Fig. 1: supply network
The bar under the picture is 20 um long. Pins as bars on the die edge.
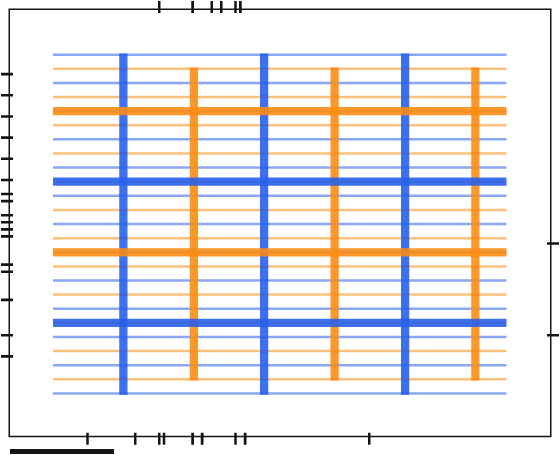
Fig. 2: placement by cell class
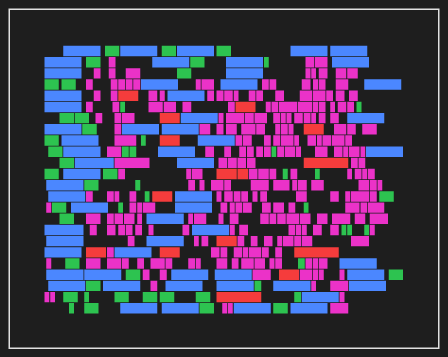
`src/rtl/vga_timing_controller.sv`:
```
// VGA raster timing generator: internal pixel-rate enable, h/v raster counters,
// sync/active decode and a frame-boundary run/stop controller.
module vga_timing_controller #(
  parameter int unsigned PIX_DIV  = 3,
  parameter int unsigned H_ACTIVE = 640,
  parameter int unsigned H_FP     = 16,
  parameter int unsigned H_SYNC   = 96,
  parameter int unsigned H_BP     = 48,
  parameter int unsigned V_ACTIVE = 480,
  parameter int unsigned V_FP     = 10,
  parameter int unsigned V_SYNC   = 2,
  parameter int unsigned V_BP     = 33,
  parameter logic        SYNC_POL = 1'b0
) (
  input  logic        clk,
  input  logic        rst_n,
  input  logic        enable,
  output logic        pix_tick,
  output logic        hsync,
  output logic        vsync,
  output logic        video_on,
  output logic [11:0] x,
  output logic [11:0] y,
  output logic        line_start,
  output logic        frame_start,
  output logic        busy
);

  localparam int unsigned CNT_W = 12;
  localparam int unsigned DIV_W = (PIX_DIV > 0) ? $clog2(PIX_DIV + 1) : 1;

  localparam int unsigned H_TOTAL      = H_ACTIVE + H_FP + H_SYNC + H_BP;
  localparam int unsigned H_SYNC_START = H_ACTIVE + H_FP;
  localparam int unsigned H_SYNC_END   = H_SYNC_START + H_SYNC;
  localparam int unsigned V_TOTAL      = V_ACTIVE + V_FP + V_SYNC + V_BP;
  localparam int unsigned V_SYNC_START = V_ACTIVE + V_FP;
  localparam int unsigned V_SYNC_END   = V_SYNC_START + V_SYNC;

  localparam logic [1:0] ST_IDLE  = 2'd0;
  localparam logic [1:0] ST_RUN   = 2'd1;
  localparam logic [1:0] ST_DRAIN = 2'd2;

  logic [DIV_W-1:0] div_cnt;
  logic [DIV_W-1:0] div_nxt;
  logic [CNT_W-1:0] h_cnt;
  logic [CNT_W-1:0] h_nxt;
  logic [CNT_W-1:0] h_step;
  logic [CNT_W-1:0] v_cnt;
  logic [CNT_W-1:0] v_nxt;
  logic [CNT_W-1:0] v_step;
  logic [1:0]       state;
  logic [1:0]       state_nxt;

  logic             adv_c;
  logic             h_last_c;
  logic             v_last_c;
  logic             frame_end_c;
  logic             run_nxt_c;
  logic             h_vis_c;
  logic             v_vis_c;
  logic             h_sync_c;
  logic             v_sync_c;

  logic             pix_tick_nxt;
  logic             hsync_nxt;
  logic             vsync_nxt;
  logic             video_on_nxt;
  logic [CNT_W-1:0] x_nxt;
  logic [CNT_W-1:0] y_nxt;
  logic             line_start_nxt;
  logic             frame_start_nxt;
  logic             busy_nxt;

  // Next-state and output decode; everything registered below is taken from
  // the post-edge counter values so outputs line up with the counters.
  always_comb begin
    div_nxt         = div_cnt + DIV_W'(1);
    adv_c           = 1'b0;
    h_last_c        = 1'b0;
    v_last_c        = 1'b0;
    frame_end_c     = 1'b0;
    h_step          = '0;
    v_step          = '0;
    state_nxt       = state;
    h_nxt           = h_cnt;
    v_nxt           = v_cnt;
    run_nxt_c       = 1'b0;
    h_vis_c         = 1'b0;
    v_vis_c         = 1'b0;
    h_sync_c        = 1'b0;
    v_sync_c        = 1'b0;
    pix_tick_nxt    = 1'b0;
    hsync_nxt       = ~SYNC_POL;
    vsync_nxt       = ~SYNC_POL;
    video_on_nxt    = 1'b0;
    x_nxt           = '0;
    y_nxt           = '0;
    line_start_nxt  = 1'b0;
    frame_start_nxt = 1'b0;
    busy_nxt        = 1'b0;

    // Free-running divider; the edge that lands on PIX_DIV starts a tick cycle.
    if (div_cnt == DIV_W'(PIX_DIV)) begin
      div_nxt = '0;
    end
    adv_c = (div_nxt == DIV_W'(PIX_DIV));

    h_last_c    = (h_cnt == CNT_W'(H_TOTAL - 1));
    v_last_c    = (v_cnt == CNT_W'(V_TOTAL - 1));
    frame_end_c = h_last_c && v_last_c;
    h_step      = h_last_c ? '0 : h_cnt + CNT_W'(1);
    if (h_last_c) begin
      v_step = v_last_c ? '0 : v_cnt + CNT_W'(1);
    end else begin
      v_step = v_cnt;
    end

    if (adv_c) begin
      case (state)
        ST_IDLE: begin
          if (enable) begin
            state_nxt = ST_RUN;
          end
        end
        ST_RUN: begin
          h_nxt = h_step;
          v_nxt = v_step;
          if (frame_end_c) begin
            if (!enable) begin
              state_nxt = ST_IDLE;
            end
          end else if (!enable) begin
            state_nxt = ST_DRAIN;
          end
        end
        ST_DRAIN: begin
          h_nxt = h_step;
          v_nxt = v_step;
          if (frame_end_c) begin
            state_nxt = enable ? ST_RUN : ST_IDLE;
          end
        end
        default: begin
          state_nxt = ST_IDLE;
          h_nxt     = '0;
          v_nxt     = '0;
        end
      endcase
    end

    run_nxt_c = (state_nxt != ST_IDLE);
    h_vis_c   = (h_nxt < CNT_W'(H_ACTIVE));
    v_vis_c   = (v_nxt < CNT_W'(V_ACTIVE));
    h_sync_c  = (h_nxt >= CNT_W'(H_SYNC_START)) && (h_nxt < CNT_W'(H_SYNC_END));
    v_sync_c  = (v_nxt >= CNT_W'(V_SYNC_START)) && (v_nxt < CNT_W'(V_SYNC_END));

    pix_tick_nxt    = adv_c;
    busy_nxt        = run_nxt_c;
    video_on_nxt    = run_nxt_c && h_vis_c && v_vis_c;
    hsync_nxt       = (run_nxt_c && h_sync_c) ? SYNC_POL : ~SYNC_POL;
    vsync_nxt       = (run_nxt_c && v_sync_c) ? SYNC_POL : ~SYNC_POL;
    x_nxt           = video_on_nxt ? h_nxt : '0;
    y_nxt           = video_on_nxt ? v_nxt : '0;
    line_start_nxt  = adv_c && run_nxt_c && (h_nxt == '0);
    frame_start_nxt = line_start_nxt && (v_nxt == '0);
  end

  // State, counters and registered outputs.
  always_ff @(posedge clk or negedge rst_n) begin
    if (!rst_n) begin
      div_cnt     <= '0;
      h_cnt       <= '0;
      v_cnt       <= '0;
      state       <= ST_IDLE;
      pix_tick    <= 1'b0;
      hsync       <= ~SYNC_POL;
      vsync       <= ~SYNC_POL;
      video_on    <= 1'b0;
      x           <= '0;
      y           <= '0;
      line_start  <= 1'b0;
      frame_start <= 1'b0;
      busy        <= 1'b0;
    end else begin
      div_cnt     <= div_nxt;
      h_cnt       <= h_nxt;
      v_cnt       <= v_nxt;
      state       <= state_nxt;
      pix_tick    <= pix_tick_nxt;
      hsync       <= hsync_nxt;
      vsync       <= vsync_nxt;
      video_on    <= video_on_nxt;
      x           <= x_nxt;
      y           <= y_nxt;
      line_start  <= line_start_nxt;
      frame_start <= frame_start_nxt;
      busy        <= busy_nxt;
    end
  end

endmodule

```
`config.mk`:
```
export PLATFORM = sky130hd
export DESIGN_NAME = vga_timing_controller
export DESIGN_NICKNAME = d
export VERILOG_FILES = /design/src/rtl/vga_timing_controller.sv
export SDC_FILE = /design/constraint.sdc
export NUM_CORES = 1
export LEC_CHECK = 0
export CAP_MARGIN = 15
export CORE_ASPECT_RATIO = 0.75
export CORE_MARGIN = 8
export CORE_UTILIZATION = 55
export CTS_CLUSTER_DIAMETER = 40
export CTS_CLUSTER_SIZE = 10
export DETAILED_ROUTE_END_ITERATION = 12
export GPL_TIMING_DRIVEN = 0
export PLACE_DENSITY_LB_ADDON = 0.1
export RECOVER_POWER = 100
export SETUP_SLACK_MARGIN = 0.02
export SYNTH_ARGS = -nofsm -noshare
export SYNTH_HDL_FRONTEND = slang
export SYNTH_SLANG_ARGS = --single-unit
```
`constraint.sdc`:
```
create_clock -name clk -period 6.42 [get_ports clk]
set_clock_uncertainty 0.15 [all_clocks]
set_input_delay 1.926 -clock clk [delete_from_list [all_inputs] [get_ports clk]]
set_output_delay 1.926 -clock clk [all_outputs]
set_load 0.1 [all_outputs]
```
==> results.txt <==
yosys cell count: 328
CTS resizes: 0
cell-by-cell listing of the critical path: clkbuf_1 > clkbuf_1
result of the run: finished with violations
number of enable-type register cells in the synthesized netlist: 0
number of cells in the finished layout apart from fillers: 459
slew at the pin closest to its max-slew limit: 1710 ps
sequential-cell power consumption: 0.424 mW
startpoint of the worst hold path: div_cnt[0]
overall routed net length: 7870 um
type of origin of the critical path: input pin
Clk. pwr: 0.417 mW
largest stage delay on the critical path: 1310 ps
total stage count of the critical path: 2
fraction of layout instances using a drive strength above 1: 9.45%
overall global routing resource usage: 19.0%
fraction of registers with async set/reset: 100%
violated checks: capacitance limit, slew limit
final number of max-transition violations: 35
total of buffers placed on input and output ports: 33
count of cells along the worst hold path: 1
Net count, final: 389
number of CTS-inserted buffers: 9
maximum capacitance violations: 1
Comb area: 0.00150 sq mm
## Picture notes: Fig. 1
orange -> VDD
blue -> VSS
met4 straps = 6
met1 rails = 25
signal pins = 34
rows = 24
die extent in x: 104 um
core box area: 0.00571 sq mm
die boundary height: 82.1 um
Peak VDD IR: 0.221 mV

## Picture notes: Fig. 2
red -> clock drivers and dummy loads  # cells 15
magenta -> combinational and other logic  # cells 254
green -> remaining buffers and delay cells  # cells 53
blue -> sequential cells  # cells 59

-- layout make-up --
type / count / share of cell area, %
plain buffers: 19 / 2.05
flip-flops and latches: 59 / 39.2
clock inverters: 4 / 2.58
multi-input cells: 241 / 39.6
repair buffers: 34 / 8.68
inverters: 13 / 1.29
well taps: 78 / 2.58
clock buffers: 11 / 4.01
-- per-layer routing --
layer	vias to the layer above	track usage (%)	routed length, um
li1	1305	-	-
met1	1306	25.6	3710
met2	128	27.9	3310
met3	12	7.60	781
met4	0	5.47	77
met5	-	0	0
-- cells by family after synthesis --
group / synth area share [%]
and+or+nand+nor: 30.3
muxes: 0.665
xor gates and xnor gates: 0.821
adders and majority gates: 3.52
DFF: 46.2
other: 0.117
AOI/OAI and AO/OA: 13.6
buffers and inverters: 4.73
-- state kept, by name, indices dropped and copies added (netlist names) --
signal / cells
busy: 1
div_cnt: 2
frame_start: 1
h_cnt: 12
hsync: 1
line_start: 1
pix_tick: 1
state: 2
v_cnt: 12
video_on: 1
vsync: 1
x: 12
y: 12
-- cell usage in the layout, fill, tap and decap left out, drive strengths merged, types with 5 or more instances in the layout --
cell type and count:
conb 5, a21oi 8, ha 9, nor4 5, inv 13, nand2 26
a31oi 9, dlygate4sd3 32, clkbuf 27, buf 5, nor3 32, o21ai 24
nor2 13, or3 9, dfrtp 57, nand4 8, nand3 34
-- per-stage QoR --
stage / instance area (sq um) / util, % / power, mW
floorplan: 3210 / - / 0.681
global placement: 3640 / 63.8 / 0.763
detailed placement: 3660 / 64.1 / 0.768
CTS: 3910 / 68.5 / 1.19
global route: 3780 / 66.2 / 1.22
finish: 3780 / 66.2 / 1.17
Power figures rest on the tool's default switching activity, not on a simulated workload.
